[src/rtl/instruction_fetch_unit_pkg.sv]
// rtl/instruction_fetch_unit_pkg.sv - shared processor constants, opcode field and fetch FSM states
package instruction_fetch_unit_pkg;

  localparam logic [5:0] HALT_OP_DEFAULT = 6'b111111;
  localparam int         OPCODE_MSB      = 31;
  localparam int         OPCODE_LSB      = 26;

  typedef enum logic {
    RUN  = 1'b0,
    HALT = 1'b1
  } fetch_state_t;

  function automatic logic [5:0] opcode_of(input logic [31:0] instr);
    return instr[OPCODE_MSB:OPCODE_LSB];
  endfunction

endpackage

[src/rtl/instruction_fetch_unit_if.sv]
// rtl/instruction_fetch_unit_if.sv - instruction memory, redirect and decode handshake bundle
interface instruction_fetch_unit_if;

  logic [31:0] imem_addr;
  logic [31:0] imem_data;
  logic        branch_taken;
  logic [31:0] branch_target;
  logic        id_valid;
  logic        id_ready;
  logic [31:0] id_instr;
  logic [31:0] id_pc;

  modport master (
    output imem_addr, id_valid, id_instr, id_pc,
    input  imem_data, branch_taken, branch_target, id_ready
  );

  modport slave (
    input  imem_addr, id_valid, id_instr, id_pc,
    output imem_data, branch_taken, branch_target, id_ready
  );

endinterface

[src/rtl/instruction_fetch_unit.sv]
// rtl/instruction_fetch_unit.sv - PC register, single-entry decode holding slot and RUN/HALT fetch FSM
module instruction_fetch_unit
  import instruction_fetch_unit_pkg::*;
#(
  parameter logic [31:0] RESET_PC = 32'd0,
  parameter logic [31:0] PC_STEP  = 32'd1,
  parameter logic [5:0]  HALT_OP  = HALT_OP_DEFAULT
) (
  input  logic                      clk,
  input  logic                      rst_n,
  instruction_fetch_unit_if.master  bus,
  output logic                      halted
);

  fetch_state_t state, next_state;
  logic [31:0]  pc;
  logic         id_valid_q;
  logic [31:0]  id_instr_q;
  logic [31:0]  id_pc_q;
  logic         fetch_en;
  logic         is_halt_op;

  assign bus.imem_addr = pc;
  assign bus.id_valid  = id_valid_q;
  assign bus.id_instr  = id_instr_q;
  assign bus.id_pc     = id_pc_q;
  assign halted        = (state == HALT);

  always_ff @(posedge clk or negedge rst_n) begin
    if (!rst_n) state <= RUN;
    else        state <= next_state;
  end

  always_comb begin
    next_state = state;
    is_halt_op = (opcode_of(bus.imem_data) == HALT_OP);
    fetch_en   = (state == RUN) && (!id_valid_q || bus.id_ready) && !bus.branch_taken;
    if (fetch_en && is_halt_op) next_state = HALT;
  end

  // A redirect wins over fetch, hold and halt detection; HALT ignores it entirely.
  always_ff @(posedge clk or negedge rst_n) begin
    if (!rst_n) begin
      pc         <= RESET_PC;
      id_valid_q <= 1'b0;
      id_instr_q <= 32'd0;
      id_pc_q    <= 32'd0;
    end else if (state == RUN) begin
      if (bus.branch_taken) begin
        pc         <= bus.branch_target;
        id_valid_q <= 1'b0;
      end else if (fetch_en) begin
        id_instr_q <= bus.imem_data;
        id_pc_q    <= pc;
        id_valid_q <= 1'b1;
        if (!is_halt_op) pc <= pc + PC_STEP;
      end
    end else if (bus.id_ready) begin
      id_valid_q <= 1'b0;
    end
  end

endmodule

[src/flat_wrapper.sv]
// flat-port wrapper written by rule: the top's interface ports become plain ports
module instruction_fetch_unit_flat import instruction_fetch_unit_pkg::*;
#(
  parameter logic [31:0] RESET_PC = 32'd0,
  parameter logic [31:0] PC_STEP  = 32'd1,
  parameter logic [5:0]  HALT_OP  = HALT_OP_DEFAULT
)
  (clk, rst_n, halted, bus_imem_addr, bus_id_valid, bus_id_instr, bus_id_pc, bus_imem_data, bus_branch_taken, bus_branch_target, bus_id_ready);
  instruction_fetch_unit_if bus_i ();
  input  logic clk;
  input  logic rst_n;
  output logic halted;
  output wire logic [$bits(bus_i.imem_addr)-1:0] bus_imem_addr;
  output wire logic [$bits(bus_i.id_valid)-1:0] bus_id_valid;
  output wire logic [$bits(bus_i.id_instr)-1:0] bus_id_instr;
  output wire logic [$bits(bus_i.id_pc)-1:0] bus_id_pc;
  input wire logic [$bits(bus_i.imem_data)-1:0] bus_imem_data;
  input wire logic [$bits(bus_i.branch_taken)-1:0] bus_branch_taken;
  input wire logic [$bits(bus_i.branch_target)-1:0] bus_branch_target;
  input wire logic [$bits(bus_i.id_ready)-1:0] bus_id_ready;
  assign bus_imem_addr = bus_i.imem_addr;
  assign bus_id_valid = bus_i.id_valid;
  assign bus_id_instr = bus_i.id_instr;
  assign bus_id_pc = bus_i.id_pc;
  assign bus_i.imem_data = bus_imem_data;
  assign bus_i.branch_taken = bus_branch_taken;
  assign bus_i.branch_target = bus_branch_target;
  assign bus_i.id_ready = bus_id_ready;
  instruction_fetch_unit #(.RESET_PC(RESET_PC), .PC_STEP(PC_STEP), .HALT_OP(HALT_OP)) u_core (.clk(clk), .rst_n(rst_n), .bus(bus_i), .halted(halted));
endmodule
[config.mk]
export PLATFORM = sky130hd
export DESIGN_NAME = instruction_fetch_unit_flat
export DESIGN_NICKNAME = d
export VERILOG_FILES = /design/src/rtl/instruction_fetch_unit_pkg.sv /design/src/rtl/instruction_fetch_unit_if.sv /design/src/rtl/instruction_fetch_unit.sv /design/src/flat_wrapper.sv
export SDC_FILE = /design/constraint.sdc
export NUM_CORES = 1
export LEC_CHECK = 0
export CAP_MARGIN = 20
export CORE_UTILIZATION = 41
export DETAILED_ROUTE_END_ITERATION = 8
export GPL_TIMING_DRIVEN = 0
export PLACE_DENSITY = 0.77
export SLEW_MARGIN = 20
export SYNTH_ARGS = -nofsm -noshare
export SYNTH_HDL_FRONTEND = slang
export SYNTH_SLANG_ARGS = --single-unit
[constraint.sdc]
create_clock -name clk -period 1.8 [get_ports clk]
set_input_delay 0.54 -clock clk [delete_from_list [all_inputs] [get_ports clk]]
set_output_delay 0.54 -clock clk [all_outputs]
set_load 0.1 [all_outputs]
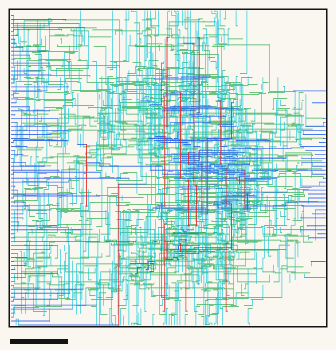
*Routed metal, one colour a layer, run 1*
Scale bar: 20 um.
- M2: cyan (wire length 7,240 um)
- M1: green (wire length 5,680 um)
- M4: red (wire length 536 um)
- M3: blue (wire length 1,870 um)
vias: 4,593
drt wl/cell: 19.7 um
GR Util All Layers: 26.7%

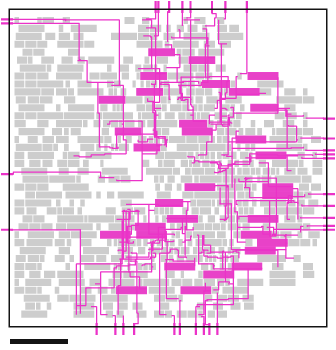
*I/O nets highlighted, run 1*
Scale bar: 20 um.
- bus_imem_addr: magenta (direction output; edge 10 bottom, 10 right, 8 top, 4 left; end cells 32; buffers 40; wire 2,370 um)

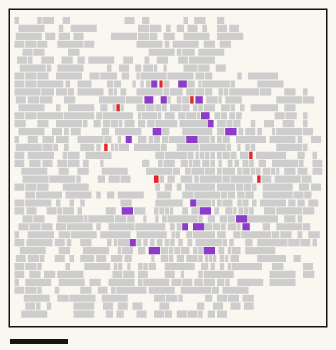
*Gate families picked out, run 1*
Scale bar: 20 um.
- and/or cells: purple (cells 21)
- inv cells: red (cells 7)
final cell count without fillers: 778
most used logic cell in the final layout: dfrtp_1
Comb area share: 31.4%

==> flow_metrics.tcl, run 1 <==
# metrics dict for downstream scripts
set metrics [dict create \
    flop_area_um2 2540 \
    clock-sinks 98 \
    die_area_um2 11700 \
    combGateArea_um2 2270 \
    synth-edff-count 0 \
    place_inst 727 \
    antenna_found_initial 0 \
    fin_util_pct 66.1 \
    path_clk_slew_ns 0.06 \
    worstPathCellList "nand4_4 -> or4_4 -> buf_4 -> nor4_4 -> mux2i_1 -> nor2_1" \
    cts_root_buf "clkbuf_16" \
    cp.arrival_ns 2.14 \
    crit_fanout 3 \
    drv_cap 0 \
    synth_warnings 0 \
    violations "negative setup slack" \
    final_nets 702 \
    setup_viol 9 \
    finalHoldViolCount 0 \
    drcViolationCount 0 \
    grt_max_degree 56 \
    hold_buffers 0 \
    cts_tree "yes" \
    crit_family "simple AND/OR/NAND/NOR gates" \
    synthFlopType "dfrtp_1" \
    max_freq_mhz 521 \
    leakagePower_uw 0.00332 \
    path_buffers 1 \
    power_density_nw_per_um2 753 \
    power_frac_comb_pct 21.7 \
    async_reset_ff_share_pct 100 \
    hold_ws_ns 0.113 \
    min_path_type "input port to asynchronous set/reset pin" \
    swShare_pct 31.5 \
    status "complete, but fails checks" \
    place_ws_ns -1.11 \
    crit_slowest_cell "or4_4" \
    cts_max_level 3 \
    p_int_uw 3730 \
    fillers 857 \
    setup_slack_ns -0.120 \
    grt_pass1_wl_um 23700 \
    dieHeight_um 108 \
    clockBufferDepth 2 \
    avgSynthCellArea_um2 11.0 \
    ys_seq_share_pct 52.9 \
    criticalPathCategory "flop to flop" \
    drive_above_1_share_pct 48.4 \
    skew_ns 0.00358 \
    yosys_area_um2 4630 \
    ys_seq_elements 98 \
    pwr-share-seq_pct 43.8 \
    drt_pass1_iterations 5 \
    grt-ovfl-total 0 \
    routabilityCongestion 0.913 \
    syn-cell-area_um2 4630 \
    die_x_um 108 \
    period_used_pct 107 \
    ir_drop_mv 0.460 \
    core_area_um2 10900 \
    fp_util_pct 42.4 \
    topCellsByArea "dfrtp_1 53%, mux2_2 15%, o21ai_0 3.9%, a21oi_1 2.9%, nand2_1 2.3%" \
    end_kind "flop" \
    synth_nets 490 \
    ant_nets 0 \
    portBuffers 165 \
    drv_slew 0 \
    cp.required_ns 2.02 \
    p_sw_uw 1720 \
    dpl.hpwl_um 10400 \
    synth_top_cell_by_area "dfrtp_1" \
    clk_latency_ns 0.34 \
    rows 38 \
    finalSetupTns_ns -0.582 \
]
run 1: cells in the mapped netlist, types with 9 or more instances:
| master | instances |
|---|---|
| nand4_1 | 11 |
| dfrtp_1 | 98 |
| o21ai_0 | 36 |
| nor2_1 | 20 |
| nand3_1 | 9 |
| mux2_2 | 61 |
| nand2_1 | 29 |
| buf_1 | 11 |
| a21oi_1 | 27 |
| clkbuf_1 | 13 |
run 1: kinds of logic (layout without fill, tap and decap cells):
kind of cell	Yosys count	in the layout	share of synthesized area (%)
AOI/OAI and AO/OA	105	105	14.0
adders and majority gates	1	1	0.270
buffers and inverters	33	250	2.84
DFF	98	98	52.9
muxes	65	65	15.7
and+or+nand+nor	119	119	14.3
run 1: per-stage QoR:
step                area [um2]  total power [uW]
finish                    7230              5440
detailed placement        6620              3580
floorplan                 4770              3140
global route              7230              5610
global placement          6590              3560
CTS                       7140              5460
run 1: power groups by stage:
stage               clock [uW]  sequential, uW  combinational (uW)
floorplan                    0            2970                 172
global placement             0            2420                1140
detailed placement           0            2420                1160
CTS                       1920            2380                1170
global route              1980            2400                1230
finish                    1880            2390                1180
run 1: final timing paths:
check / end / slack (ns) / cells after the start / start
min in group clk: u_core.bus.id_instr[26]$_DFFE_PN0P_ / 0.48 / 2 / bus_imem_data[26]
worst min-delay path: u_core.bus.id_pc[7]$_DFFE_PN0P_ / 0.11 / 1 / rst_n
worst min register to register: u_core.bus.id_pc[12]$_DFFE_PN0P_ / 0.48 / 2 / u_core.bus.id_pc[12]$_DFFE_PN0P_
worst max register to register: u_core.bus.imem_addr[31]$_DFFE_PN0P_ / -0.12 / 6 / u_core.bus.imem_addr[13]$_DFFE_PN0P_
max in group asynchronous: u_core.bus.imem_addr[17]$_DFFE_PN0P_ / 1.04 / 2 / rst_n
worst max-delay path: u_core.bus.imem_addr[31]$_DFFE_PN0P_ / -0.12 / 6 / u_core.bus.imem_addr[13]$_DFFE_PN0P_
run 1: registers in the layout (all words and copies together), names as in the netlist:
signal and count:
u_core.bus.id_instr 32, u_core.bus.id_pc 32, u_core.bus.id_valid 1, u_core.bus.imem_addr 32, u_core.halted 1
run 1: metal layers:
metal | global-route usage, % | up-vias | routed length (um)
met4 | 14.5 | 0 | 536
met2 | 42.1 | 324 | 7240
met1 | 32.7 | 2213 | 5680
li1 | - | 1998 | -
met3 | 8.38 | 58 | 1870
met5 | 0 | - | 0
run 1: final cells by class:
class / count / share of cell area [%]
timing repair buffer: 206 / 24.3
buffer: 21 / 2.22
tap: 140 / 2.42
inverter: 7 / 0.381
sequential: 98 / 35.2
multi-input combinational: 290 / 31.4
clock buffer: 14 / 3.93
clock inverter: 2 / 0.139
run 1: what timing repair did:
item	in CTS	in global routing
pin swaps	17	21
cloned	0	1
resized	474	120
buffers inserted	26	13
setup endpoints to repair	195	138
==> run 1 -> run 2 <==
- PLACE_DENSITY: 0.77 -> unset
- PLACE_DENSITY_LB_ADDON: unset -> 0.05
==> flow_metrics.tcl, run 2 <==
# metrics dict for downstream scripts
set metrics [dict create \
    drv_cap 0 \
    grt_pass1_wl_um 23100 \
    busiest_layer "met2" \
    ant_nets 0 \
    drive_above_1_share_pct 49.4 \
    crit_fanout 4 \
    wire_per_inst_um 19.3 \
    fin_util_pct 65.3 \
    synth-edff-count 0 \
    synth_top_cell_by_area "dfrtp_1" \
    rows 38 \
    setup_slack_ns -0.203 \
    r2r-start "u_core.bus.imem_addr[11]$_DFFE_PN0P_" \
    drv_slew 0 \
    status "complete, but fails checks" \
    final_nets 694 \
    p_sw_uw 1770 \
    die_area_um2 11700 \
    ys_top_cells_by_count "98 x dfrtp_1, 61 x mux2_2, 36 x o21ai_0" \
    grt-ovfl-total 0 \
    cts_max_level 3 \
    clockBufferDepth 2 \
    crit_family "simple AND/OR/NAND/NOR gates" \
    grt_max_degree 67 \
    placed_area_um2 6620 \
    path_buffers 1 \
    crit_slowest_cell "or4_4" \
    topCellsByArea "dfrtp_1 53%, mux2_2 15%, o21ai_0 3.9%, a21oi_1 2.9%, nand2_1 2.3%" \
    ir_drop_mv 0.481 \
    core_area_um2 10900 \
    power_density_nw_per_um2 751 \
    criticalPathCategory "flop to flop" \
    dieHeight_um 108 \
    dpl.hpwl_um 9850 \
    rr_worst_depth 6 \
    leakagePower_uw 0.00329 \
    min_path_type "input port to asynchronous set/reset pin" \
    fp_util_pct 42.4 \
    cp.arrival_ns 2.23 \
    finalHoldViolCount 0 \
    ys_seq_share_pct 52.9 \
    pwr-share-seq_pct 44.5 \
    top_cell "dfrtp_1" \
    met2_usage_pct 40.6 \
    clock-sinks 98 \
    setup_viol 9 \
    drt_pass1_iterations 6 \
    drcViolationCount 0 \
    violations "negative setup slack" \
    max_freq_mhz 499 \
    p_int_uw 3600 \
    skew_ns 0.00620 \
    cts_root_buf "clkbuf_16" \
    fillers 912 \
    design_area_um2 7140 \
    stdcell_count 770 \
    synth_nets 490 \
    hold_buffers 0 \
    async_reset_ff_share_pct 100 \
]
[run 2: how the worst max path moves through the flow]
stage                                                      end                                 start  cells after the start
after floorplan           u_core.bus.imem_addr[24]$_DFFE_PN0P_  u_core.bus.imem_addr[11]$_DFFE_PN0P_                      6
after global placement         u_core.bus.id_valid$_DFFE_PN0P_                                 rst_n                      1
after global routing      u_core.bus.imem_addr[24]$_DFFE_PN0P_  u_core.bus.imem_addr[11]$_DFFE_PN0P_                      6
after CTS                 u_core.bus.imem_addr[25]$_DFFE_PN0P_  u_core.bus.imem_addr[11]$_DFFE_PN0P_                      6
final                     u_core.bus.imem_addr[24]$_DFFE_PN0P_  u_core.bus.imem_addr[11]$_DFFE_PN0P_                      6
after detailed placement  u_core.bus.imem_addr[21]$_DFFE_PN0P_                      bus_branch_taken                      7
[run 2: metal layers]
| metal | part of all wire [%] | vias up | wire, um |
|---|---|---|---|
| met5 | 0 | - | 0 |
| met4 | 3.6 | 0 | 541 |
| met3 | 9.0 | 44 | 1340 |
| met2 | 47 | 223 | 7010 |
| met1 | 40 | 2156 | 5970 |
| li1 | - | 1968 | - |
[run 2: area by class of cell]
type / count / area (um2) / area share [%]
Sequential cell: 98 / 2540 / 35.6
Multi-Input combinational cell: 290 / 2340 / 32.7
Timing Repair Buffer: 196 / 1560 / 21.8
Clock buffer: 10 / 239 / 3.35
Buffer: 23 / 219 / 3.07
Tap cell: 140 / 175 / 2.45
Clock inverter: 6 / 41.3 / 0.578
Inverter: 7 / 27.5 / 0.385
[run 2: worst reg2reg max path: stages (launching register included)]
cell and delay, ns:
dfrtp_4 0.42, buf_8 0.11, nand3_4 0.09, or4_4 0.59, or4_4 0.54, o21ai_2 0.08, a21oi_2 0.06
[run 2: power by group through the flow]
stage / combinational, uW / clock (uW) / sequential, uW
floorplan: 172 / 0 / 2970
CTS: 1150 / 1850 / 2380
detailed placement: 1160 / 0 / 2420
global placement: 1140 / 0 / 2420
global route: 1210 / 1930 / 2400
finish: 1160 / 1820 / 2390
[run 2: logic make-up (layout without fill, tap and decap cells)]
family	after synthesis	in the layout	synth area share, %
muxes	65	65	15.7
AOI/OAI and AO/OA	105	105	14.0
adders and majority gates	1	1	0.270
buffers and inverters	33	242	2.84
DFF	98	98	52.9
and+or+nand+nor	119	119	14.3
[run 2: stage by stage]
stage          setup slack, ns  hold WS [ns]  total power (uW)
5_1_grt                 -0.239        0.0964              5540
3_5_place_dp             -1.25         0.442              3580
2_1_floorplan           -0.393         0.244              3140
3_3_place_gp             -4.21         0.463              3560
4_1_cts                 -0.175        0.0806              5390
6_report                -0.203        0.0713              5370
[run 2: what timing repair did]
| action | in CTS | in global routing |
|---|---|---|
| cloned | 2 | 0 |
| gates resized | 501 | 125 |
| buffers inserted | 21 | 8 |
| endpoints found under the hold margin | 0 | 0 |
| pin swaps | 10 | 14 |
| endpoints found under the setup margin | 195 | 92 |
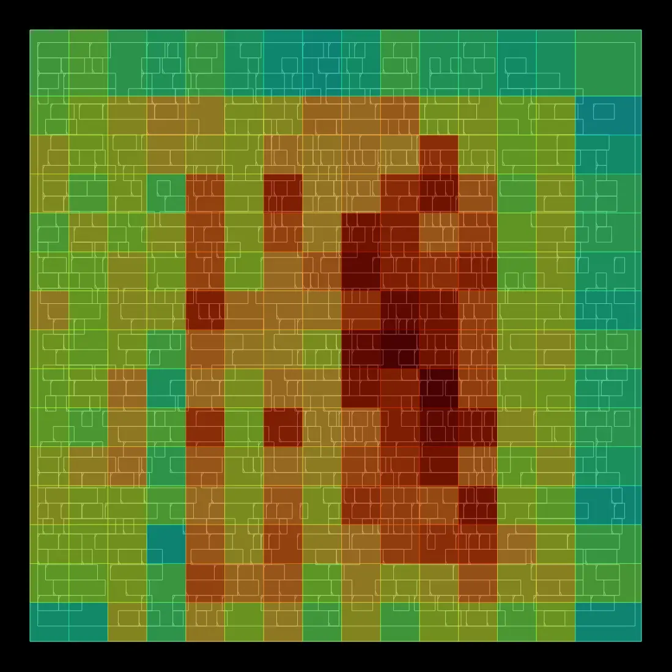
*Congestion heat map, run 2*
met3 Use GR: 7.41%
GR Util All Layers: 25.8%

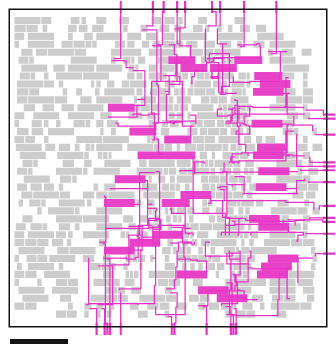
*I/O nets highlighted, run 2*
Scale bar: 20 um.
- bus_imem_addr: magenta (direction output; edge 12 right, 11 bottom, 9 top; end cells 32; buffers 32; wire 2,080 um)
Boundary Pins: 166
IO Port Bufs: 165

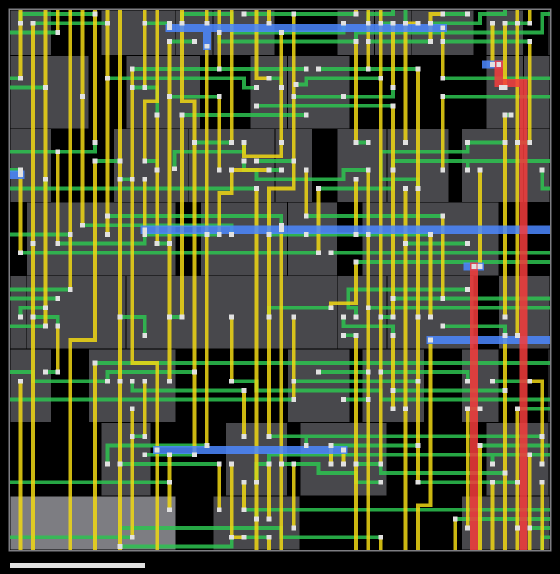
*A small window of the routed layout, run 2*
Scale bar: 5 um. Window x 44 to 64, y 66 to 86 um. Cells in grey, sequential cells in the stronger grey; small squares are vias.
- M2: yellow
- M3: blue
- M4: red
- M1: green
- netlist names of flops here include: u_core.bus.imem_addr (1)
- sequential cells in the window: 1
- most frequent: nand4_1 (5), nand2_1 (4), nor2_1 (3)
- cells with their middle in the window: 39

Power figures rest on the tool's default switching activity, not on a simulated workload.
